**Selected gate families**

Scale bar: 20 µm.
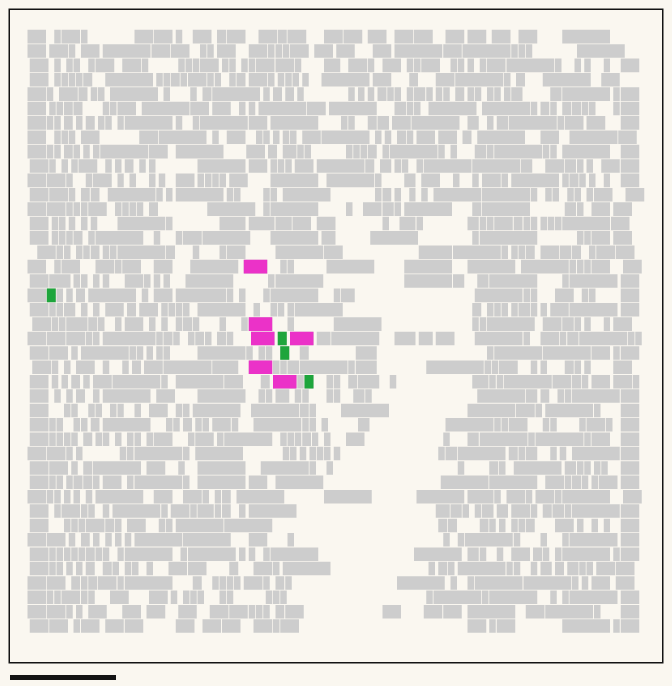
**Track usage over the die**

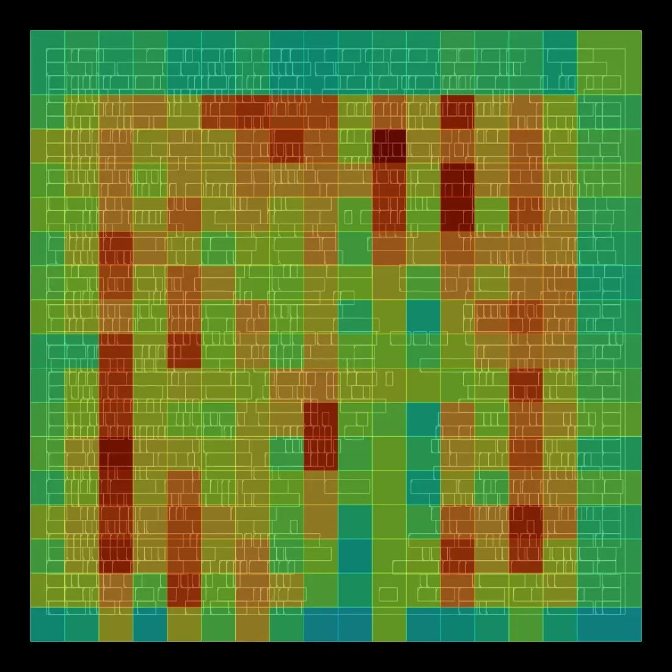
==> config.mk <==
export PLATFORM = sky130hd
export DESIGN_NAME = syn_cortex_lb_arb_flat
export DESIGN_NICKNAME = d
export VERILOG_FILES = /design/src/rtl/syn_cortex_lb_arb_if.sv /design/src/rtl/syn_cortex_lb_arb.sv /design/src/flat_wrapper.sv
export SDC_FILE = /design/constraint.sdc
export NUM_CORES = 1
export LEC_CHECK = 0
export ABC_AREA = 1
export CAP_MARGIN = 20
export CORE_MARGIN = 3
export CORE_UTILIZATION = 47
export DETAILED_ROUTE_END_ITERATION = 6
export PLACE_DENSITY = 0.86
export SLEW_MARGIN = 30
export SYNTH_ARGS = -nofsm -noshare
export SYNTH_HDL_FRONTEND = slang
export SYNTH_SLANG_ARGS = --single-unit
==> constraint.sdc <==
create_clock -name clk_ir -period 10.3 [get_ports clk_ir]
set_input_delay 2.06 -clock clk_ir [delete_from_list [all_inputs] [get_ports clk_ir]]
set_output_delay 2.06 -clock clk_ir [all_outputs]
set_load 0.02 [all_outputs]
==> Slide: Implementation Results <==
Flow Results at a Glance

Status
  – Status: complete, no violations

Logic synthesis
  – Yosys synthesis chip area: 6470 µm²
  – Top cells by count: nand2_1 (353), dfrtp_1 (129), inv_1 (122)
  – Post-Syn Area: roughly 6500 µm²
  – Largest cells by area: dfrtp_1 (50%), nand2_1 (20%), inv_1 (7.1%)
  – Cell variety after synth: 25
  – Mean Syn Cell Area: about 7.5 µm²
  – Dominant combinational family: simple AND/OR/NAND/NOR gates
  – Asr flop ratio synth: 100%
  – Post-Synth XOR/XNOR Area: 0%
  – Main flop type after synthesis: dfrtp_1
  – Largest area contributor in the netlist: dfrtp_1
  – Synth top area share: about 50%
  – Flops & latches, synth: approximately 130
  – Most frequent cell after synthesis: nand2_1
  – EDFF count, synth: 0
  – MUX area fraction: 0%

Timing
  – FMAX: around 240 MHz
  – Worst Tran Pin Value: between 0.8 and 0.9 ns
  – Hold slack: approximately 0.47 ns
  – RSZ-0062 raised after global routing: no
  – Max Slew Vio Count: 0
  – Setup-failing EPs final: 0
  – Fin crit period: about 4.1 ns
  – Tcrit/Tclk final: about two fifths
  – Rel. slew slack: about 43%
  – Setup TNS: 0 ns
  – Clk_skew: between 0.009 and 0.01 ns

CTS
  – H-tree lvl count: 4
  – Postcts setup bufs: 0
  – Clock buffer count from CTS: 17
  – CTS tree: built
  – Worst skew pair latency: a little over 0.4 ns
  – Bufs on Longest Clock Path: 2
  – Clock Sinks: around 130
  – Clock transition at the registers of the reported paths: 0.06 ns
  – CTS root buffer: clkbuf_16
  – Resize count post-CTS: 0

Floorplan
  – DIE HEIGHT: approximately 120 µm
  – Num ports: 256
  – Rows: approximately 42
  – Chip area: 15200 µm²
  – Die X: about 120 µm
  – Core Region: 13300 µm²

Final layout
  – Final #Nets: 1240
  – Final Instance Area: between 9000 and 10000 µm²
  – Top cells excl fill/tap: nand2_1 (352), clkdlybuf4s50_1 (255), dfrtp_1 (129), inv_1 (121), nand3_1 (84)
  – Filler Cell Count: 1021
  – Synth-to-layout area growth: 48.3%
  – Inserted Diodes: 0

Place
  – Port bufs: approximately 260
  – Dpl hpwl: 13200 µm
  – GPL Wtd Cong: 0.825
  – Placed cell area: between 8000 and 9000 µm²

Power and ir drop
  – Top pwr grp: combinational cells
  – Sequential logic power: approximately 900 µW
  – Comb group: 1470 µW
  – Leak: 0.00505 µW
  – Clk pwr share: just over 20%
  – Max VDD drop: between 150 and 200 µV
  – Sequential share of power: between 20 and 30%
  – Power per standard cell area: 309 nW/µm²
  – Logic pwr share: slightly below 50%
  – Switching pwr: approximately 1300 µW

Setup path
  – Worst path max stage delay: 0.63 ns
  – Critical Path RT: about 11 ns
  – Critical path class: primary input to register
  – Crit-path leading delay family: simple AND/OR/NAND/NOR gates
  – CP cell instances: clkdlybuf4s50_1 -> inv_2 -> nor2_4 -> nor2_4 -> nand2_4 -> nand2_2 -> nand2_1 -> nand2_1
  – Crit. End Element: register
  – CP Max Fanout: roughly 66
  – Critical Path Slowest Stage Cell: nand2_2
  – Worst path depth: 8
  – Worst R2R Path Depth: 8
  – Reg2Reg Setup Slack: between 7 and 8 ns
  – Worst setup SP type: primary input
  – Worst path buffer plus inverter count: 2

Routing
  – DRC Markers: 0
  – Drt initial violations: ~540
  – DRT Wirelength: around 19000 µm
  – Post-route ant nets: 0
  – Vias per Instance: about 5.0
  – Wire per inst: between 10 and 15 µm

Flow run
  – Max_cap viols: 0
  – Tool warnings: 30

Global route
  – Pin count of the biggest net entering global routing: slightly below 70
  – Vias in the first global route: 6099
  – GR Overflow Total: 0

Worst hold path
  – WHS Path Cells: 2
  – Worst hold path type: register to register
## Picture notes: 'selected gate families'
[adder and majority cells] magenta | cells: 6 | most used: ha_1 | where: centre
[inverting AOI/OAI gates] green | cells: 4 | most used: a21oi_1 | where: centre
commonest non-fill, non-tap cell in the layout: nand2_1
Finished Layout Cells: 1287
Comb area share: 25.3%

## Picture notes: 'track usage over the die'
utilization after layout: 71.9%
Tot GR Track Use: 24.5%
Top Usage Layer GRT: met2
met1 track demand over resource: 29.6%

final cells by class:
cell class	count	area [µm²]	share of cell area, %
clock inverters	11	128	1.33
multi-input cells	562	2430	25.3
flip-flops and latches	130	3250	33.9
clock buffers	21	480	5.00
inverters	127	482	5.02
well taps	176	220	2.29
repair buffers	260	2610	27.2
layer usage:
layer | GRT usage [%] | wire length [µm]
met5 | 0 | 0
met4 | 7.82 | 308
met1 | 29.6 | 7510
met2 | 41.6 | 9270
met3 | 8.14 | 1920
metrics by stage:
| step | worst slack (ns) | instances | power, µW |
|---|---|---|---|
| finish | 6.15 | 1287 | 2970 |
| detailed placement | 5.67 | 1255 | 2360 |
| global route | 5.97 | 1287 | 3150 |
| CTS | 6.10 | 1287 | 2990 |
| floorplan | 4.77 | 868 | 1730 |
| global placement | 5.65 | 1254 | 2310 |
Power and IR drop assume default switching activity.
